$ cat src/rtl/sort_serializer_if.sv
// Byte-stream bundle between the sort stage, the serializer and its downstream consumer.
//
// Handshake: the vector side (i_data/i_valid) has no ready; a vector is presented
// for exactly one cycle. On the byte side, a byte moves on every rising edge where
// o_valid && i_ready. Once o_valid is high it stays high, with o_data and o_last
// held, until that transfer happens.
interface sort_serializer_if #(
  parameter int N     = 4,
  parameter int DEPTH = 4
);
  logic [N-1:0][7:0]              i_data;
  logic                           i_valid;
  logic [7:0]                     o_data;
  logic                           o_valid;
  logic                           i_ready;
  logic                           o_last;
  logic [$clog2(DEPTH+1)-1:0]     o_level;
  logic                           o_overflow;

  // Producer/consumer side: supplies vectors and the downstream ready.
  modport master (
    output i_data, i_valid, i_ready,
    input  o_data, o_valid, o_last, o_level, o_overflow
  );

  // Serializer side.
  modport slave (
    input  i_data, i_valid, i_ready,
    output o_data, o_valid, o_last, o_level, o_overflow
  );
endinterface

$ cat src/rtl/sort_serializer.sv
// Buffers sorted N-byte vectors in a DEPTH-entry FIFO and streams them out one
// byte per cycle, flagging the last byte of each vector. Vectors arriving while
// the FIFO is full are dropped and recorded in a sticky overflow flag.
// DEPTH must be a power of 2 so the pointers wrap naturally.
module sort_serializer #(
  parameter int N     = 4,
  parameter int DEPTH = 4,
  parameter int ORDER = 0
) (
  input logic              i_clk,
  input logic              i_rst_n,
  sort_serializer_if.slave bus
);
  localparam int AW = (DEPTH > 1) ? $clog2(DEPTH) : 1;
  localparam int KW = (N > 1) ? $clog2(N) : 1;
  localparam int LW = $clog2(DEPTH + 1);

  localparam logic [LW-1:0] LEVEL_FULL = LW'(DEPTH);
  localparam logic [KW-1:0] K_LAST     = KW'(N - 1);

  logic [N-1:0][7:0] mem [DEPTH];
  logic [AW-1:0]     wr_ptr;
  logic [AW-1:0]     rd_ptr;
  logic [KW-1:0]     k;
  logic [LW-1:0]     level;
  logic              overflow;

  logic              full;
  logic              empty;
  logic              wr_en;
  logic              xfer;
  logic              pop;
  logic [N-1:0][7:0] head;
  logic [KW-1:0]     sel;
  logic [7:0]        byte_out;

  // Full/empty come from registered occupancy, so a write on the edge that pops
  // the last byte of a full FIFO is still refused.
  assign full  = (level == LEVEL_FULL);
  assign empty = (level == '0);
  assign wr_en = bus.i_valid && !full;
  assign xfer  = !empty && bus.i_ready;
  assign pop   = xfer && (k == K_LAST);

  // Select the current byte of the head vector in the configured order.
  always_comb begin
    head = mem[rd_ptr];
    sel  = (ORDER == 0) ? k : (K_LAST - k);
    byte_out = empty ? 8'h00 : head[sel];
  end

  // Vector storage; contents are don't-care until written, so no reset.
  always_ff @(posedge i_clk) begin
    if (wr_en) mem[wr_ptr] <= bus.i_data;
  end

  // Pointers, byte index, occupancy and sticky overflow.
  always_ff @(posedge i_clk or negedge i_rst_n) begin
    if (!i_rst_n) begin
      wr_ptr   <= '0;
      rd_ptr   <= '0;
      k        <= '0;
      level    <= '0;
      overflow <= 1'b0;
    end else begin
      if (wr_en) wr_ptr <= wr_ptr + AW'(1);
      if (bus.i_valid && full) overflow <= 1'b1;
      if (xfer) begin
        if (k == K_LAST) begin
          k      <= '0;
          rd_ptr <= rd_ptr + AW'(1);
        end else begin
          k <= k + KW'(1);
        end
      end
      case ({wr_en, pop})
        2'b10:   level <= level + LW'(1);
        2'b01:   level <= level - LW'(1);
        default: level <= level;
      endcase
    end
  end

  assign bus.o_data     = byte_out;
  assign bus.o_valid    = !empty;
  assign bus.o_last     = !empty && (k == K_LAST);
  assign bus.o_level    = level;
  assign bus.o_overflow = overflow;
endmodule

$ cat src/flat_wrapper.sv
// flat-port wrapper written by rule: the top's interface ports become plain ports
module sort_serializer_flat 
#(
  parameter int N     = 4,
  parameter int DEPTH = 4,
  parameter int ORDER = 0
)
  (i_clk, i_rst_n, bus_i_data, bus_i_valid, bus_i_ready, bus_o_data, bus_o_valid, bus_o_last, bus_o_level, bus_o_overflow);
  sort_serializer_if #(.N(N), .DEPTH(DEPTH)) bus_i ();
  input logic i_clk;
  input logic i_rst_n;
  input wire logic [$bits(bus_i.i_data)-1:0] bus_i_data;
  input wire logic [$bits(bus_i.i_valid)-1:0] bus_i_valid;
  input wire logic [$bits(bus_i.i_ready)-1:0] bus_i_ready;
  output wire logic [$bits(bus_i.o_data)-1:0] bus_o_data;
  output wire logic [$bits(bus_i.o_valid)-1:0] bus_o_valid;
  output wire logic [$bits(bus_i.o_last)-1:0] bus_o_last;
  output wire logic [$bits(bus_i.o_level)-1:0] bus_o_level;
  output wire logic [$bits(bus_i.o_overflow)-1:0] bus_o_overflow;
  assign bus_i.i_data = bus_i_data;
  assign bus_i.i_valid = bus_i_valid;
  assign bus_i.i_ready = bus_i_ready;
  assign bus_o_data = bus_i.o_data;
  assign bus_o_valid = bus_i.o_valid;
  assign bus_o_last = bus_i.o_last;
  assign bus_o_level = bus_i.o_level;
  assign bus_o_overflow = bus_i.o_overflow;
  sort_serializer #(.N(N), .DEPTH(DEPTH), .ORDER(ORDER)) u_core (.i_clk(i_clk), .i_rst_n(i_rst_n), .bus(bus_i));
endmodule
$ cat config.mk
export PLATFORM = sky130hd
export DESIGN_NAME = sort_serializer_flat
export DESIGN_NICKNAME = d
export VERILOG_FILES = /design/src/rtl/sort_serializer_if.sv /design/src/rtl/sort_serializer.sv /design/src/flat_wrapper.sv
export SDC_FILE = /design/constraint.sdc
export NUM_CORES = 1
export LEC_CHECK = 0
export ABC_CLOCK_PERIOD_IN_PS = 2300
export CELL_PAD_IN_SITES_DETAIL_PLACEMENT = 1
export CELL_PAD_IN_SITES_GLOBAL_PLACEMENT = 1
export CORE_ASPECT_RATIO = 0.5
export CORE_MARGIN = 5
export CORE_UTILIZATION = 50
export CTS_CLUSTER_DIAMETER = 200
export DETAILED_ROUTE_END_ITERATION = 7
export GPL_TIMING_DRIVEN = 1
export PLACE_DENSITY = 0.78
export RECOVER_POWER = 50
export SETUP_SLACK_MARGIN = 0.02
export SYNTH_ARGS = -nofsm -noshare
export SYNTH_HDL_FRONTEND = slang
export SYNTH_SLANG_ARGS = --single-unit
$ cat constraint.sdc
create_clock -name i_clk -period 2.3 [get_ports i_clk]
set_input_delay 0.345 -clock i_clk [delete_from_list [all_inputs] [get_ports i_clk]]
set_output_delay 0.345 -clock i_clk [all_outputs]
set_load 0.01 [all_outputs]
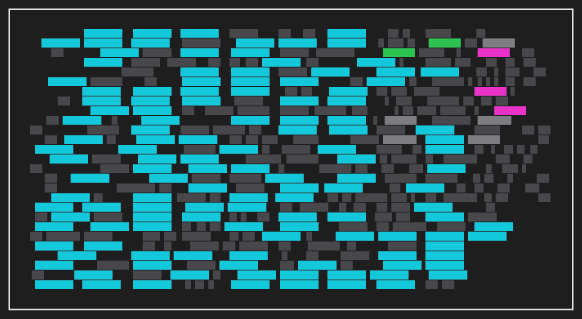
(run_1/flops_by_reg.png)
Other sequential cells in the stronger gray, the rest of the logic in the fainter gray.
- u_core.wr_ptr: green (sequential cells 2)
- u_core.bus.o_level: magenta (sequential cells 3)
- u_core.mem: cyan (sequential cells 128; where spread over the die)
- not colored: 5
FF/Latch Area: 4096 um^2
final core utilization: 0.6498

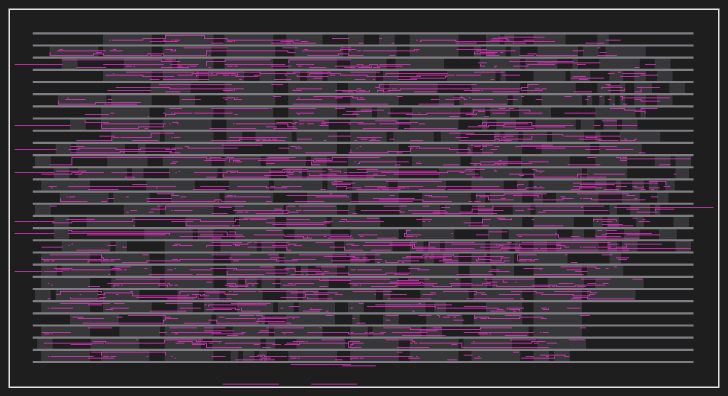
(run_1/layer_met1.png)
Supply wires on this layer in gray. Cells faint in the background.
- nets with wire on the layer: 352
- main direction: horizontal
- share of all routed wire: 43%
- longest straight run: 45.5 um
- wire length on this layer: 5420 um
met1 usage in global routing: 0.2773
vias: 2820
Post-Route WL: 12.63 mm

==> results.ini, run 1 <==
[outcome]
status = finished with violations
violations = setup timing

[critical_path]
crit_family = multiplexers
start_kind = register
end_kind = output port
criticalPathCategory = register to output port
critical_path.cell_chain = buf_8 -> buf_12 -> buf_4 -> mux4_2 -> mux2i_4 -> o22ai_2 -> buf_2
cp.required_ns = 1.96

[power]
switching_share = 0.3055
p_clk_frac = 0.294
switchingPower_mw = 3.072
powerDensity_nw_per_um2 = 1427
p_seq_frac = 0.353
power_leakage_nw = 2.481
ir_worst_vdd_v = 0.0006083
combPwrFrac = 0.353

[placement]
hpwl_mm = 6.878
placed_area_um2 = 6270
port_buffers = 49

[global_route]
grt_max_degree = 33
overflow = 0
grt_pass1_wl_mm = 19.31

[sta]
finClkSkew_ns = 0.007807
worst_slack_ns = -0.2064
finalSetupViolCount = 8
hold_viol_final = 0
grt_setup_unrepaired = yes
min_period_ns = 2.506
fin_setup_tns_ns = -1.376
worstMarginPinSlew_ns = 0.5655
slew_headroom = 0.6224

[cts]
clkTransAtPathRegs_ns = 0.06
numCtsBuffers = 17
clock_latency_ns = 0.41
cts_max_level = 4
root_buffer = clkbuf_16
clockBufferDepth = 2
cts.sinks = 138
tritoncts = built

[synth]
synth_stat.cells = 248
top_cell_area_share = 0.7003
edf_count = 128
synthCells = 248
netlist_area_um2 = 5489
synth.distinct_cells = 30
yosys_warnings = 0
numSynthFlops = 138
area_leaders = edfxtp_1 (70%), mux4_2 (7.8%), mux4_1 (6.2%)
ff_type = edfxtp_1
fp_nets = 291

[die]
io_pins = 50
die_w_um = 158.2
fp_util = 0.5062
die-area_um2 = 13300
die_h_um = 84.09

[route]
drtPass1Iterations = 5

[flow_run]
openroad.warnings = 31
max-cap-violations = 0

[finish]
finalNonFillerCells = 492
lay_top_cells = edfxtp_1 (128), dlygate4sd3_1 (33), mux4_2 (28), clkbuf_16 (17), buf_4 (13)
antenna_cells = 0
final_cell_area_um2 = 7047
fin_nets = 377
final_layout_top_logic_cell = edfxtp_1

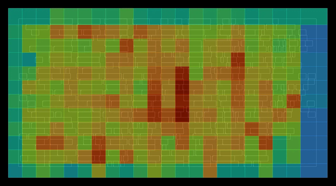
(run_1/congestion.png)
global route hottest layer: met2
All-Layer GR Usage: 0.2051
GR Util met3: 0.05023

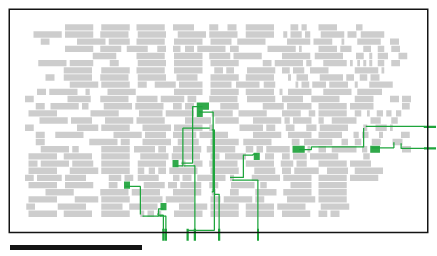
(run_1/io_fan.png)
Scale bar: 50 um.
- bus_o_data: green (direction output; edge 6 bottom, 2 right; end cells 8; wire 354 um)

run 1: logic make-up (layout without fill, tap and decap cells):
group,Yosys count,in the layout,share of synthesized area
XOR/XNOR,6,6,0.009575
adder cells (fa/ha/maj),7,7,0.01732
AND/OR/NAND/NOR,18,18,0.01732
buffers and inverters,17,116,0.02302
multiplexers,48,48,0.1696
flip-flops,138,138,0.7458
AND-OR/OR-AND,14,14,0.01732
run 1: what timing repair did:
item / 4_1_cts / 5_1_grt
endpoints found under the setup margin: 10 / 9
resized: 57 / 8
pin swaps: 8 / 5
hold buffers: 0 / 0
gates cloned: 2 / 0
buffers inserted: 7 / 5
run 1: metal layers:
layer	GRT usage	vias up	routed length, um
met2	0.3301	104	6409
met5	0	-	0
met3	0.05023	18	632
li1	-	1200	-
met1	0.2773	1498	5417
met4	0.06579	0	170
run 1: power groups by stage:
stage	Clock (mW)	Combinational (mW)	Sequential [mW]
after detailed placement	0	3.10	3.59
after floorplan	0	1.91	3.52
final	2.96	3.55	3.55
after global routing	3.16	3.77	3.59
after CTS	2.99	3.48	3.55
after global placement	0	3.01	3.52
run 1: layout make-up:
| class | count | area, um^2 |
|---|---|---|
| Inverter | 7 | 26.28 |
| Tap cell | 145 | 181.4 |
| Clock inverter | 15 | 214.0 |
| Multi-Input combinational cell | 93 | 1303 |
| Fill cell | 886 | 3797 |
| Clock buffer | 17 | 425.4 |
| Sequential cell | 138 | 4096 |
| Timing Repair Buffer | 77 | 800.8 |
run 1: cell usage after synthesis (2+ instances only):
library cell / n
mux4_2: 19
inv_1: 6
nand2_1: 4
xor2_1: 3
edfxtp_1: 128
buf_2: 5
and2_1: 5
mux4_1: 13
nor2_1: 2
mux2i_1: 15
ha_1: 6
o211ai_1: 2
a21o_1: 2
dfrtp_1: 10
nand2b_1: 3
buf_12: 3
xnor2_1: 3
o22ai_1: 7
run 1: worst paths after layout:
kind	cells after the start	start	endpoint	slack [ns]
max in group asynchronous	1	i_rst_n	u_core.rd_ptr[0]	1.58
min in group i_clk	1	u_core.bus.o_overflow	u_core.bus.o_overflow	0.47
min reg2reg	1	u_core.bus.o_overflow	u_core.bus.o_overflow	0.47
min	1	i_rst_n	u_core.bus.o_level[1]	0.34
max	7	u_core.rd_ptr[0]	bus_o_data[0]	-0.21
max reg2reg	8	u_core.k[0]	u_core.bus.o_level[2]	0.13
run 1: metrics by stage:
step | util | hold WS (ns) | worst slack (ns)
6_report | 0.6498 | 0.3445 | -0.2064
5_1_grt | 0.6498 | 0.3727 | -0.2801
4_1_cts | 0.6464 | 0.2712 | -0.1874
3_5_place_dp | 0.5782 | 0.4661 | -0.1067
3_3_place_gp | 0.5782 | 0.4568 | -0.09251
2_1_floorplan | - | 0.04941 | 0.1823
run 1: sequential cells by signal (all words and copies together), names as in the netlist:
name                   cells
u_core.mem               128
u_core.bus.o_level         3
u_core.k                   2
u_core.rd_ptr              2
u_core.wr_ptr              2
u_core.bus.o_overflow      1
==> run_1/layer_met2.png <==
Cells faint in the background.
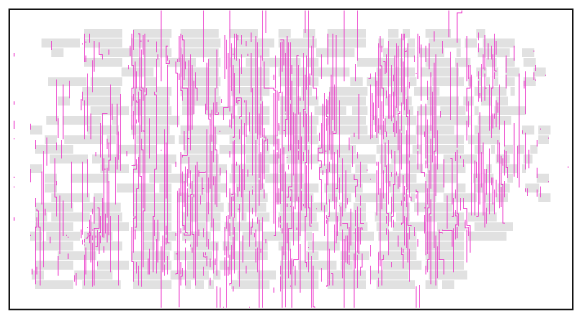

==> inputs of run 2 (changes only) <==
--- a/config.mk
+++ b/config.mk
@@ -6,15 +6,13 @@
 export NUM_CORES = 1
 export LEC_CHECK = 0
 export ABC_CLOCK_PERIOD_IN_PS = 2300
-export CELL_PAD_IN_SITES_DETAIL_PLACEMENT = 1
-export CELL_PAD_IN_SITES_GLOBAL_PLACEMENT = 1
 export CORE_ASPECT_RATIO = 0.5
 export CORE_MARGIN = 5
-export CORE_UTILIZATION = 50
+export CORE_UTILIZATION = 57
 export CTS_CLUSTER_DIAMETER = 200
 export DETAILED_ROUTE_END_ITERATION = 7
 export GPL_TIMING_DRIVEN = 1
-export PLACE_DENSITY = 0.78
+export PLACE_DENSITY = 0.77
 export RECOVER_POWER = 50
 export SETUP_SLACK_MARGIN = 0.02
 export SYNTH_ARGS = -nofsm -noshare
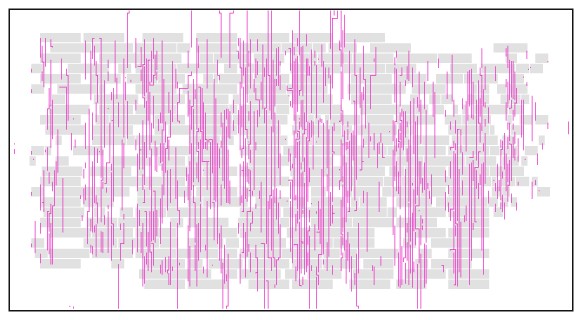
(run_2/layer_met2.png)
Cells faint in the background.
- wire length on this layer: 5610 um
- longest straight run: 37.1 um
- nets with wire on the layer: 363
- share of all routed wire: 51%
- main direction: vertical
met2 GRT Util: 0.3354
vias: 2773
Post-Route WL: 10.94 mm

==> run 2 against run 1 <==
The run still ends with setup timing left. Via count decreased by 1.7%. Synthesized cell count unchanged. Clock power is 2% lower. Worst setup slack lost 0.021 ns. Cell count is 1.0% lower. Cell area increased by 0.23%. Sequential cell count stayed put. Clock skew is 0.0030 ns lower. Global-route usage shrank 0.15 points. First-iteration DRC count decreased by 6.8%. Core utilization is 10 points higher. Total power is 1.4% lower. Critical path type unchanged. Critical endpoint is now bus_o_data[2]. Largest cell class unchanged.
==> results.ini, run 2 <==
[placement]
placed_area_um2 = 6312
port_buffers = 49
hpwl_mm = 6.264

[die]
die_w_um = 148.8
fp_util = 0.5830
die_h_um = 79.39
die-area_um2 = 11810

[power]
powerDensity_nw_per_um2 = 1404
ir_worst_vdd_v = 0.0007156
power_leakage_nw = 2.497

[synth]
ff_type = edfxtp_1
top_cell_area_share = 0.7003
yosys_warnings = 0
fp_nets = 291
numSynthFlops = 138
top_cell = edfxtp_1

[finish]
fin_nets = 382
largest_register_ffs = 128
lay_top_cells = edfxtp_1 (128), dlygate4sd3_1 (33), mux4_2 (28), clkbuf_16 (17), buf_4 (13)
final_layout_top_logic_cell = edfxtp_1

[cts]
cts_max_level = 4
tritoncts = built
clockBufferDepth = 2
clkTransAtPathRegs_ns = 0.06
numCtsBuffers = 17
cts_hold_buf = 0

[sta]
worstMarginPinSlew_ns = 0.5824
hold_viol_final = 0
slew_headroom = 0.6104
worst_slack_ns = -0.2270
finClkSkew_ns = 0.004834
hold-worst-slack_ns = 0.3733
min_period_ns = 2.527
finalSetupViolCount = 8

[critical_path]
cp.required_ns = 1.96
end_kind = output port

[flow_run]
openroad.warnings = 31

[outcome]
violations = setup timing
status = finished with violations

[global_route]
overflow = 0
grt_pass1_wl_mm = 17.08

[run 2: cell counts after synthesis]
Identical to the previous run, type by type.
[run 2: final timing paths]
check | start | endpoint | slack [ns] | cells after the start
setup / recovery | u_core.rd_ptr[0] | bus_o_data[2] | -0.23 | 6
hold / removal | i_rst_n | u_core.bus.o_level[0] | 0.37 | 1
setup reg to reg | u_core.k[0] | u_core.bus.o_level[2] | 0.20 | 8
hold reg to reg | u_core.bus.o_overflow | u_core.bus.o_overflow | 0.46 | 1
max in group asynchronous | i_rst_n | u_core.rd_ptr[0] | 1.51 | 1
min in group i_clk | u_core.bus.o_overflow | u_core.bus.o_overflow | 0.46 | 1
[run 2: per-stage QoR]
step | instances | worst slack [ns] | utilization | total power, mW | TNS, ns
2_1_floorplan | 248 | 0.1823 | - | 5.429 | 0
3_3_place_gp | 442 | -0.07735 | 0.6704 | 6.609 | -0.1639
3_5_place_dp | 442 | -0.08151 | 0.6704 | 6.716 | -0.2446
4_1_cts | 485 | -0.2321 | 0.7486 | 9.857 | -1.370
5_1_grt | 487 | -0.3299 | 0.7502 | 10.37 | -1.957
6_report | 487 | -0.2270 | 0.7502 | 9.917 | -1.186
[run 2: area by class of cell]
| type | count | area [um^2] |
|---|---|---|
| clock buffer | 19 | 432.9 |
| clock inverter | 13 | 198.9 |
| fill | 519 | 2352 |
| inverter | 7 | 26.28 |
| multi-input combinational | 93 | 1272 |
| sequential | 138 | 4096 |
| tap | 135 | 168.9 |
| timing repair buffer | 82 | 867.1 |
[run 2: repair_timing]
item | in CTS | in global routing
pin swaps | 9 | 5
cloned | 1 | 0
buffers inserted | 10 | 3
gates resized | 44 | 13
endpoints found under the setup margin | 8 | 10
[run 2: power breakdown]
part	switching, mW	internal, mW	total, mW
combinational	1.64	1.83	3.47
sequential	0.206	3.34	3.54
clock	0.992	1.91	2.91
[run 2: cells by family (layout without fill, tap and decap cells)]
kind of cell	after synthesis	in the layout	share of synthesized area
buffers and inverters	17	121	0.02302
DFF	138	138	0.7458
and+or+nand+nor	18	18	0.01732
adders and majority gates	7	7	0.01732
AOI/OAI and AO/OA	14	14	0.01732
xor gates and xnor gates	6	6	0.009575
muxes	48	48	0.1696
[run 2: routing by layer]
layer | up-vias | share of wire | track usage
li1 | 1211 | - | -
met1 | 1429 | 0.40 | 0.2633
met2 | 112 | 0.51 | 0.3354
met3 | 21 | 0.067 | 0.04765
met4 | 0 | 0.019 | 0.09315
met5 | - | 0 | 0
[run 2: worst max-delay path: stages (launching register included)]
cell,delay [ns]
dfrtp_2,0.45
buf_12,0.17
buf_12,0.12
mux4_2,0.52
mux2i_2,0.22
o22ai_2,0.12
buf_2,0.16
==> run_2/flops_by_reg.png <==
Other sequential cells in the stronger gray, the rest of the logic in the fainter gray.
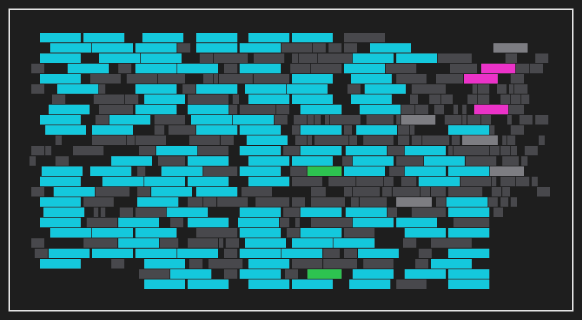

==> inputs of run 3 (changes only) <==
--- a/config.mk
+++ b/config.mk
@@ -11,7 +11,7 @@
 export CORE_UTILIZATION = 57
 export CTS_CLUSTER_DIAMETER = 200
 export DETAILED_ROUTE_END_ITERATION = 7
-export GPL_TIMING_DRIVEN = 1
+export GPL_TIMING_DRIVEN = 0
 export PLACE_DENSITY = 0.77
 export RECOVER_POWER = 50
 export SETUP_SLACK_MARGIN = 0.02
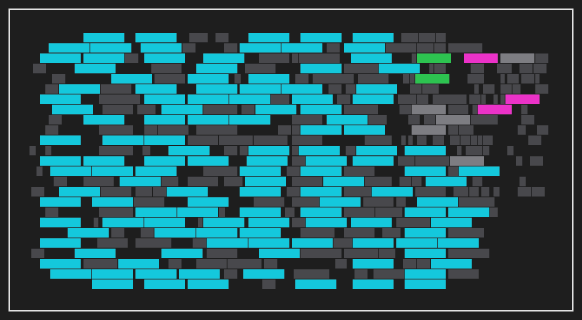
(run_3/flops_by_reg.png)
Other sequential cells in the stronger gray, the rest of the logic in the fainter gray.
- u_core.mem: cyan (sequential cells 128; where spread over the die)
- u_core.bus.o_level: magenta (sequential cells 3)
- u_core.wr_ptr: green (sequential cells 2)
- not colored: 5
P_seq: 3.52 mW
Seq/total area: 0.5938
FF/Latch Area: 4094 um^2
final core utilization: 0.7322

==> run 3 against run 2 <==
The flow still finishes with violations (setup timing). Critical path depth grew 1. Cell count shrank 3.5%. Routed wire length shrank 1.7%. Sequential share of layout area grew 1.4 points. Critical path type unchanged. Critical endpoint is now bus_o_data[6]. Largest power group unchanged.
==> results.ini, run 3 <==
[die]
die-area_um2 = 11810
io_pins = 50
die_w_um = 148.8

[synth]
yosys_warnings = 0
synth.distinct_cells = 30
ff_type = edfxtp_1
edf_count = 128
netlist_area_um2 = 5489
topCombFamilyByArea = multiplexers
ys_sh_mux = 0.1696
common_cells = edfxtp_1 (128), mux4_2 (19), mux2i_1 (15), mux4_1 (13), dfrtp_1 (10)
numSynthFlops = 138
ys_sh_adder = 0.01732

[global_route]
overflow = 0
grt_pass1_wl_mm = 16.99
grt_max_degree = 33
grt_usage = 0.2013

[sta]
finalSetupViolCount = 8
worstMarginPinSlew_ns = 0.5177
grt_setup_unrepaired = yes
slew_headroom = 0.6549
min_period_ns = 2.504
fin_setup_tns_ns = -1.106
worst_slack_ns = -0.2041

[cts]
clockBufferDepth = 2
cts.sinks = 138
numCtsBuffers = 17
tritoncts = built
clkTransAtPathRegs_ns = 0.06
cts_max_level = 4

[power]
p_clk_frac = 0.308
switching_share = 0.2874
powerDensity_nw_per_um2 = 1416
switchingPower_mw = 2.806
ir_worst_vdd_v = 0.0007521
power_leakage_nw = 2.408
combPwrFrac = 0.331

[finish]
antenna_cells = 0
fin_nets = 367
finalNonFillerCells = 470
largest_register_ffs = 128
final_cell_area_um2 = 6894
regMostFlops = u_core.mem

[route]
drtPass1Iterations = 5
drt_wl_total_mm = 10.75
num_vias = 2742

[placement]
placed_area_um2 = 6153
hpwl_mm = 6.273

[critical_path]
end_kind = output port
critical_path.cell_chain = buf_8 -> buf_6 -> mux4_2 -> o211ai_1 -> a21o_1 -> nand3_1 -> buf_2
start_kind = register
slowest_stage = mux4_2
criticalPathCategory = register to output port

[outcome]
status = finished with violations
violations = setup timing

==> run 3: cell counts after synthesis <==
No cell type changed its count.
==> run 3: power groups by stage <==
stage	logic (mW)	registers (mW)	clock network [mW]
final	3.23	3.52	3.01
after global routing	3.50	3.57	3.15
after CTS	3.30	3.53	3.03
after detailed placement	2.95	3.57	0
after global placement	2.88	3.54	0
after floorplan	1.91	3.52	0
==> run 3: logic make-up (layout without fill, tap and decap cells) <==
group | count (synthesis) | after routing
adders and majority gates | 7 | 7
buffers and inverters | 17 | 104
and+or+nand+nor | 18 | 18
muxes | 48 | 48
AOI/OAI and AO/OA | 14 | 14
DFF | 138 | 138
xor gates and xnor gates | 6 | 6
==> run 3: layout make-up <==
type	instances	area [um^2]
well taps	135	168.9
clock buffers	17	425.4
inverters	7	26.28
flip-flops and latches	138	4094
multi-input cells	93	1308
repair buffers	57	534.3
plain buffers	10	112.6
clock inverters	13	225.2
fillers	531	2521
==> run 3: worst paths after layout <==
kind / slack, ns / endpoint / from / cells past startpoint
worst max register to register: 0.15 / u_core.bus.o_level[1] / u_core.bus.o_level[2] / 7
min in group i_clk: 0.47 / u_core.bus.o_overflow / u_core.bus.o_overflow / 1
worst max-delay path: -0.20 / bus_o_data[6] / u_core.rd_ptr[0] / 7
max in group asynchronous: 1.65 / u_core.k[1] / i_rst_n / 1
worst min-delay path: 0.33 / u_core.wr_ptr[1] / i_rst_n / 1
worst min register to register: 0.47 / u_core.bus.o_overflow / u_core.bus.o_overflow / 1
==> run 3: what timing repair did <==
item,CTS,global route
buffers inserted,7,2
pin swaps,8,3
cloned,3,0
gates resized,52,19
setup endpoints to repair,9,137
==> run 3: through the flow <==
stage / setup slack, ns / hold slack, ns / power, mW
floorplan: 0.1823 / 0.04941 / 5.429
global placement: -0.7716 / 0.4526 / 6.416
detailed placement: -0.2925 / 0.4548 / 6.524
CTS: -0.2122 / 0.2580 / 9.858
global route: -0.3077 / 0.3642 / 10.21
finish: -0.2041 / 0.3270 / 9.762
==> run 3: routing by layer <==
layer | track usage | share of wire | wire [um]
met1 | 0.2649 | 0.41 | 4404
met2 | 0.3205 | 0.50 | 5333
met5 | 0 | 0 | 0
met3 | 0.05445 | 0.073 | 782
met4 | 0.09224 | 0.021 | 231
==> run 3: worst max-delay path, delay by kind of cell, from the launching register on <==
family | cells | cell delay [ns]
and+or+nand+nor | 1 | 0.06
muxes | 1 | 0.50
buffers and inverters | 3 | 0.44
DFF | 1 | 0.35
AOI/OAI and AO/OA | 2 | 0.40
Power and IR drop assume default switching activity.
